===== config.mk =====
export PLATFORM = sky130hd
export DESIGN_NAME = wdata_handler_buf
export DESIGN_NICKNAME = d
export VERILOG_FILES = /design/src/rtl/wdata_handler_buf.sv
export SDC_FILE = /design/constraint.sdc
export NUM_CORES = 1
export LEC_CHECK = 0
export ABC_AREA = 0
export CAP_MARGIN = 30
export CORE_MARGIN = 1
export CORE_UTILIZATION = 60
export CTS_CLUSTER_DIAMETER = 60
export CTS_CLUSTER_SIZE = 30
export DETAILED_ROUTE_END_ITERATION = 12
export PLACE_DENSITY = 0.77
export SLEW_MARGIN = 10
export SYNTH_ARGS = -nofsm -noshare
export SYNTH_HDL_FRONTEND = slang
export SYNTH_SLANG_ARGS = --single-unit

===== constraint.sdc =====
create_clock -name clk_i -period 60.4 [get_ports clk_i]
set_clock_uncertainty 0.2 [all_clocks]
set_input_delay 6.04 -clock clk_i [delete_from_list [all_inputs] [get_ports clk_i]]
set_output_delay 6.04 -clock clk_i [all_outputs]
set_load 0.02 [all_outputs]

===== src/rtl/wdata_handler_buf.sv =====
// Buffered C-matrix write handler: captures a ROWS-row burst from the systolic array
// into a row FIFO and drains it to memory under a request/grant handshake.
module wdata_handler_buf #(
    parameter int ROWS       = 4,
    parameter int COLS       = 4,
    parameter int DATA_W     = 32,
    parameter int ADDR_W     = 32,
    parameter int FIFO_DEPTH = 8
) (
    input  logic                     clk_i,
    input  logic                     rst_i,
    input  logic                     valid_i,
    input  logic [ADDR_W-1:0]        addr_c_i,
    input  logic [ADDR_W-1:0]        stride_i,
    input  logic [COLS*DATA_W-1:0]   c_i,
    output logic                     en_c_o,
    input  logic                     gnt_c_i,
    output logic [ADDR_W-1:0]        addr_c_o,
    output logic [COLS*DATA_W-1:0]   wdata_c_o,
    output logic                     done_o,
    output logic                     busy_o,
    output logic                     ovf_o,
    output logic                     proto_err_o
);
    localparam int RW = COLS * DATA_W;
    localparam int PW = $clog2(FIFO_DEPTH);
    localparam int CW = (ROWS > 1) ? $clog2(ROWS) : 1;

    typedef enum logic {IDLE, CAPTURE} state_t;

    typedef struct packed {
        logic              last;
        logic [ADDR_W-1:0] addr;
        logic [RW-1:0]     data;
    } entry_t;

    state_t            state, state_nxt;
    logic [CW-1:0]     cnt;
    logic [ADDR_W-1:0] cur_addr;
    logic [ADDR_W-1:0] stride_q;
    logic              push_req;
    entry_t            push_entry;

    entry_t            mem [FIFO_DEPTH];
    logic [PW-1:0]     wr_ptr, rd_ptr;
    logic [PW:0]       count;
    logic              empty, full, push, pop, drop;
    entry_t            head;

    // Capture FSM: state register
    always_ff @(posedge clk_i) begin
        if (!rst_i) state <= IDLE;
        else        state <= state_nxt;
    end

    // Capture FSM: next state
    always_comb begin
        state_nxt = state;
        case (state)
            IDLE:    if (valid_i && (ROWS > 1)) state_nxt = CAPTURE;
            CAPTURE: if (cnt == CW'(1))         state_nxt = IDLE;
            default: state_nxt = IDLE;
        endcase
    end

    // Capture FSM: outputs (the row to push this cycle)
    always_comb begin
        push_req   = 1'b0;
        push_entry = '0;
        case (state)
            IDLE: begin
                if (valid_i) begin
                    push_req        = 1'b1;
                    push_entry.last = (ROWS == 1);
                    push_entry.addr = addr_c_i;
                    push_entry.data = c_i;
                end
            end
            CAPTURE: begin
                push_req        = 1'b1;
                push_entry.last = (cnt == CW'(1));
                push_entry.addr = cur_addr;
                push_entry.data = c_i;
            end
            default: ;
        endcase
    end

    // cur_addr already points at row 1 when the burst enters CAPTURE
    always_ff @(posedge clk_i) begin
        if (!rst_i) begin
            cnt      <= '0;
            cur_addr <= '0;
            stride_q <= '0;
        end else if (state == IDLE && valid_i) begin
            cnt      <= CW'(ROWS - 1);
            cur_addr <= addr_c_i + stride_i;
            stride_q <= stride_i;
        end else if (state == CAPTURE) begin
            cnt      <= cnt - CW'(1);
            cur_addr <= cur_addr + stride_q;
        end
    end

    assign empty = (count == '0);
    assign full  = (count == (PW+1)'(FIFO_DEPTH));
    assign pop   = !empty && gnt_c_i;
    // A full FIFO still takes a row when the head leaves in the same cycle
    assign push  = push_req && (!full || pop);
    assign drop  = push_req && full && !pop;
    assign head  = mem[rd_ptr];

    always_ff @(posedge clk_i) begin
        if (push) mem[wr_ptr] <= push_entry;
    end

    always_ff @(posedge clk_i) begin
        if (!rst_i) begin
            wr_ptr <= '0;
            rd_ptr <= '0;
            count  <= '0;
        end else begin
            if (push) wr_ptr <= wr_ptr + PW'(1);
            if (pop)  rd_ptr <= rd_ptr + PW'(1);
            case ({push, pop})
                2'b10:   count <= count + (PW+1)'(1);
                2'b01:   count <= count - (PW+1)'(1);
                default: count <= count;
            endcase
        end
    end

    always_ff @(posedge clk_i) begin
        if (!rst_i) begin
            ovf_o       <= 1'b0;
            proto_err_o <= 1'b0;
        end else begin
            ovf_o       <= ovf_o | drop;
            proto_err_o <= proto_err_o | (state == CAPTURE && valid_i);
        end
    end

    assign en_c_o    = !empty;
    assign addr_c_o  = empty ? '0 : head.addr;
    assign wdata_c_o = empty ? '0 : head.data;
    assign done_o    = pop & head.last;
    assign busy_o    = (state == CAPTURE) | !empty;

endmodule

Figure 1. Signal wires on met1.
Bar = 100 microns. Cells faint in the background.
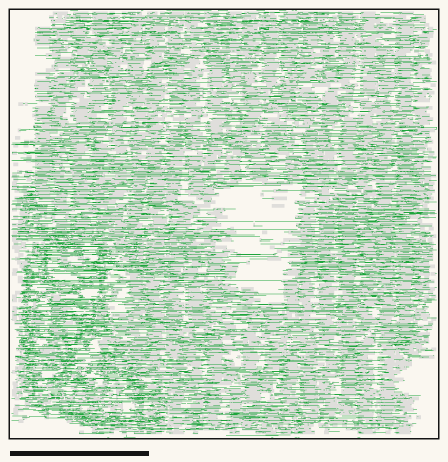
wire length on this layer	50.6 mm
nets with wire on the layer	3507
met1 Resource Use GR: 36.2%
Post-Route WL: 125 mm
total via count in the routed design: 29609

Figure 2. The metal 2 layer.
Bar = 100 microns. Cells faint in the background.
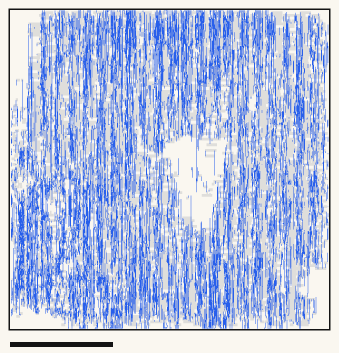
nets with wire on the layer	3326
main direction	vertical
longest straight run	86.7 microns
share of all routed wire	51%
met2 track demand over resource in global routing: 45.6%

==> COMMIT_EDITMSG <==
Update PnR metrics after Yosys + OpenROAD run

- Worst Setup End Kind: primary output
- The layout has 23 inverters outside the clock class.
- Vias in the first global route: between 30000 and 40000
- After synthesis the netlist holds a flip-flop and latch count of 1370.
- H-tree depth: 3
* Remaining number of nets flagged by the antenna check after routing: 0
- Non-clock buffer count in the final layout: approximately 420
* Worst endpoint data arrival time: 7.43 ns
- The synthesized netlist occupies a cell area of around 0.056 sq mm.
- The floorplan step set the die width to 308 microns.
- Routability-driven placement finished with a final weighted congestion of about 0.86.
* Standard cell with the maximum stage delay on the critical path: clkdlybuf4s50_1
* Boundary pin count: 361
- Counting flops with an async set or reset pin after synthesis yields a share of 0%.
- Relative slew slack: between 20 and 30%
- Critical path startpoint category: primary input
- Sequential share of cell area: between 60% and 70%
- Of all nets on the critical path, the largest fanout is 4.
- Tool Warnings: 37
* Cell resize tally after clock tree synthesis: 0
* Slew at the pin with the worst max-slew slack: around 1.1 ns
- Peak supply drop: between 0.08 and 0.09 mV
- Most used cell, CP: clkdlybuf4s50_1
* Tapcells: 1254
* Number of max-cap violations: 0
- The type recorded for the worst min-delay path is flop to flop.
- Mean Syn Cell Area: 18.3 sq um
- In this run the layout overhead on the synthesized area is reported as 15.1%.
* Clk Latency, worst-skew pair: about 0.67 ns
- Share of the clock period used by the worst path: a little under a quarter
- In this run the full chip footprint comes out at ~0.095 sq mm.
- Number of DRC violations after detailed routing: 0
- Final worst-path setup slack: 46.73 ns
* Gate Area: roughly 0.015 sq mm
- Initial antenna violation count: 3
- For this block, the initial DRC count from the detailed router was 2954.
- Routed len/inst: ~26 microns
* Final-layout clock buffer total: between 80 and 90
* HPWL after detailed placement: slightly above 70 mm
* CTS tree: done
* Achievable clock frequency: 73.1 MHz
* Result of the run: finished, final reports clean
* Vert. Die Dim: roughly 310 microns
- The Yosys step of the flow raised 0 warnings.
- Area-dominant class: registers
- Buffers outside the clock tree occupy 6.66% of the routed design's cell area.
- Power density over the cells: about 40 mW/mm^2
- The number of antenna diodes in the final layout is 1.
- Max Slew Vio Count: 0
- Per the synth stats, the flop cell with the highest instance count is edfxtp_1.
- Sequential cell area: between 0.04 and 0.05 sq mm
* Share of cell area taken by multi-input logic gates: a little under a quarter
- Pleak: about 21 nW
- The synthesized design contains ~1300 enable-type register cells.
* Total congestion overflow after global routing: 0
- Share of the core filled by cells before placement: between 60% and 70%
- Pin count of the biggest net entering global routing: between 150 and 200
- Cell count in the Yosys report: around 3100
* Maximum single-stage delay on the critical path: approximately 0.63 ns
- Period minus WS final: around 14 ns
* Global-route wire length before repair: 186 mm
- Total global-route track usage over all layers is 26.5%.
- In the final report, the number of endpoints failing setup comes to 0.
* Post-synthesis cell count: 3088
- Total negative slack: 0 ns
* Unrepaired setup endpoints after global routing: no
* Clock-cell share: 4.91%
- Sequential cells placed in the final layout were counted as ~1400.
* Standard-cell row count: between 100 and 150
- During placement, the flow inserted port buffers numbering between 300 and 400.
- Number of multi-input logic gates: 1529
* Number of optimization iterations in the first detailed-route pass: 5
* Root Driver: clkbuf_16
* CORE AREA: roughly 0.093 sq mm
- Looking at the post-CTS report, the setup buffer insertion count equals 0.
* Cell Type Count: about 70
- Crit Path Class: primary input to primary output
- The number of clock sinks came to approximately 1400.
- After clock tree synthesis, the flow added hold-fix buffers numbering 0.
- For reference, the final report shows the hold violation count at 0.
- Sequential-to-total area share from yosys stat: between 70% and 80%
- Prior to clock tree synthesis, the placed netlist has a worst setup slack of around 47 ns.
* Clock-pin slew on the worst setup and hold paths: 0.08 ns
- For this run, the chip area from Yosys synthesis comes to 0.0564 sq mm.
- Listed in order, past its start point the critical path passes clkdlybuf4s50_1, nand2_1, nor2_1, clkdlybuf4s50_1.
- In the final layout, the share of cells above drive strength 1 is ~16%.
- Per the post-synthesis report, the nets total around 3400.
- The net count of the finished layout is around 3700.
- Required arrival time at the worst endpoint: between 50 and 60 ns
- The longest clock path from root to sink contains 3 buffers.
- TritonCTS buffer count: approximately 85
* Filler instances: just under 6000
* Drt via density: roughly 6.2
Figure 3. The metal 3 layer.
Bar = 100 microns. Cells faint in the background.
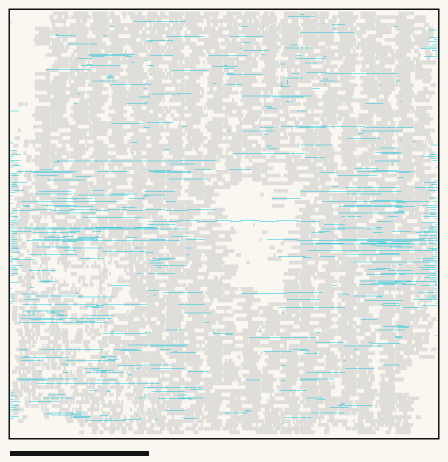
longest straight run	112 microns
nets with wire on the layer	394
wire length on this layer	8010 microns
met3 track demand over resource: 3.62%

Figure 4. Met4 routing.
Bar = 100 microns.
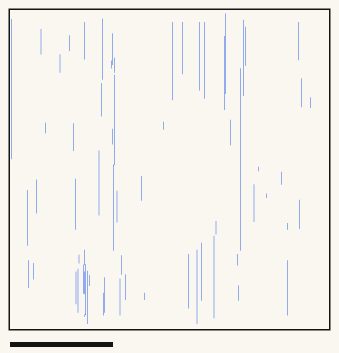
wire length on this layer	2540 microns
main direction	vertical
share of all routed wire	2.0%
longest straight run	176 microns
nets with wire on the layer	41

final timing paths:
path / startpoint / endpoint / slack (ns) / cells after the start
worst min register to register: stride_q[7] / stride_q[7] / 0.27 / 2
worst max-delay path: gnt_c_i / done_o / 46.73 / 4
worst min-delay path: stride_q[7] / stride_q[7] / 0.27 / 2
worst max register to register: state / mem[7][59] / 55.68 / 7
critical path: cells and delay by family:
family | cells | cell delay (ns)
buffers and inverters | 2 | 1.12
AND/OR/NAND/NOR | 2 | 0.28
cells in the final DEF (no fill, tap or decap), drive strengths merged, types with 18 or more instances in the layout:
master,synthesis,layout
mux2i,167,167
a21o,35,35
xor2,26,26
xnor2,28,28
inv,22,66
edfxtp,1288,1288
buf,63,57
a22o,30,30
clkinv,1,19
nand2,143,143
clkbuf,103,90
nor2b,132,132
dfxtp,82,82
mux4,322,322
a21oi,114,114
nor2,217,217
clkdlybuf4s50,0,360
a211oi,20,20
ha,68,68
o21ai,48,48
nand3,18,18
power breakdown:
part           switching [mW]  internal [mW]  leakage (nW)
logic                   0.420          0.351          6.64
clock network           0.358          0.308          1.54
registers              0.0286           1.11          12.6
stage by stage:
stage	hold slack [ns]	utilization, %	instance area [sq um]	std cells	power [mW]
finish	0.270	69.6	64900	4753	2.58
global route	0.282	69.6	64900	4753	2.68
CTS	0.270	69.5	64700	4747	2.60
detailed placement	0.259	66.0	61500	4589	1.94
global placement	0.249	65.8	61400	4581	1.92
floorplan	0.240	-	56400	3088	1.66
cells in the mapped netlist (4+ instances only):
master	instances	area, sq um
and2_1	4	25.0
nor3_1	13	65.1
a211oi_1	15	113
nand2_1	143	537
o21a_1	9	67.6
nor2_1	217	815
and3_1	6	37.5
nand2b_1	12	75.1
a211oi_2	5	62.6
o211ai_1	7	52.6
edfxtp_1	1288	38700
o21ai_0	45	225
clkbuf_1	103	387
mux2i_1	167	1670
inv_1	22	82.6
a21oi_1	113	566
a31oi_1	13	81.3
a211o_1	6	52.6
xnor2_1	28	245
nand3_1	18	90.1
dfxtp_1	82	1640
a221oi_1	11	96.3
buf_1	34	128
or3_1	6	37.5
a22o_1	30	263
nor4_1	5	31.3
buf_2	28	140
o21bai_1	7	52.6
mux4_2	322	7250
a21o_1	35	263
xor2_1	26	228
ha_1	68	851
nand4_1	13	81.3
nor2b_1	132	826
registers in the layout, indices dropped and copies added, names as in the netlist, named ones only:
register,count
cnt,2
count,4
cur_addr,32
mem,1288
ovf_o,1
proto_err_o,1
rd_ptr,3
state,1
stride_q,32
wr_ptr,3
kinds of logic (layout without fill, tap and decap cells):
| group | count (synthesis) | in the layout | share of synthesized area, % |
|---|---|---|---|
| xor gates and xnor gates | 54 | 54 | 0.839 |
| muxes | 492 | 492 | 15.9 |
| adders and majority gates | 71 | 71 | 1.62 |
| other | 0 | 1 | 0 |
| and+or+nand+nor | 583 | 583 | 4.85 |
| AOI/OAI and AO/OA | 329 | 329 | 3.93 |
| buffers and inverters | 189 | 599 | 1.33 |
| DFF | 1370 | 1370 | 71.5 |
routing by layer:
metal | wire (microns) | global-route usage [%]
met1 | 50600 | 36.2
met2 | 63800 | 45.6
met3 | 8010 | 3.62
met4 | 2540 | 6.63
met5 | 13 | 0
Power is estimated from default activity; no workload was simulated.
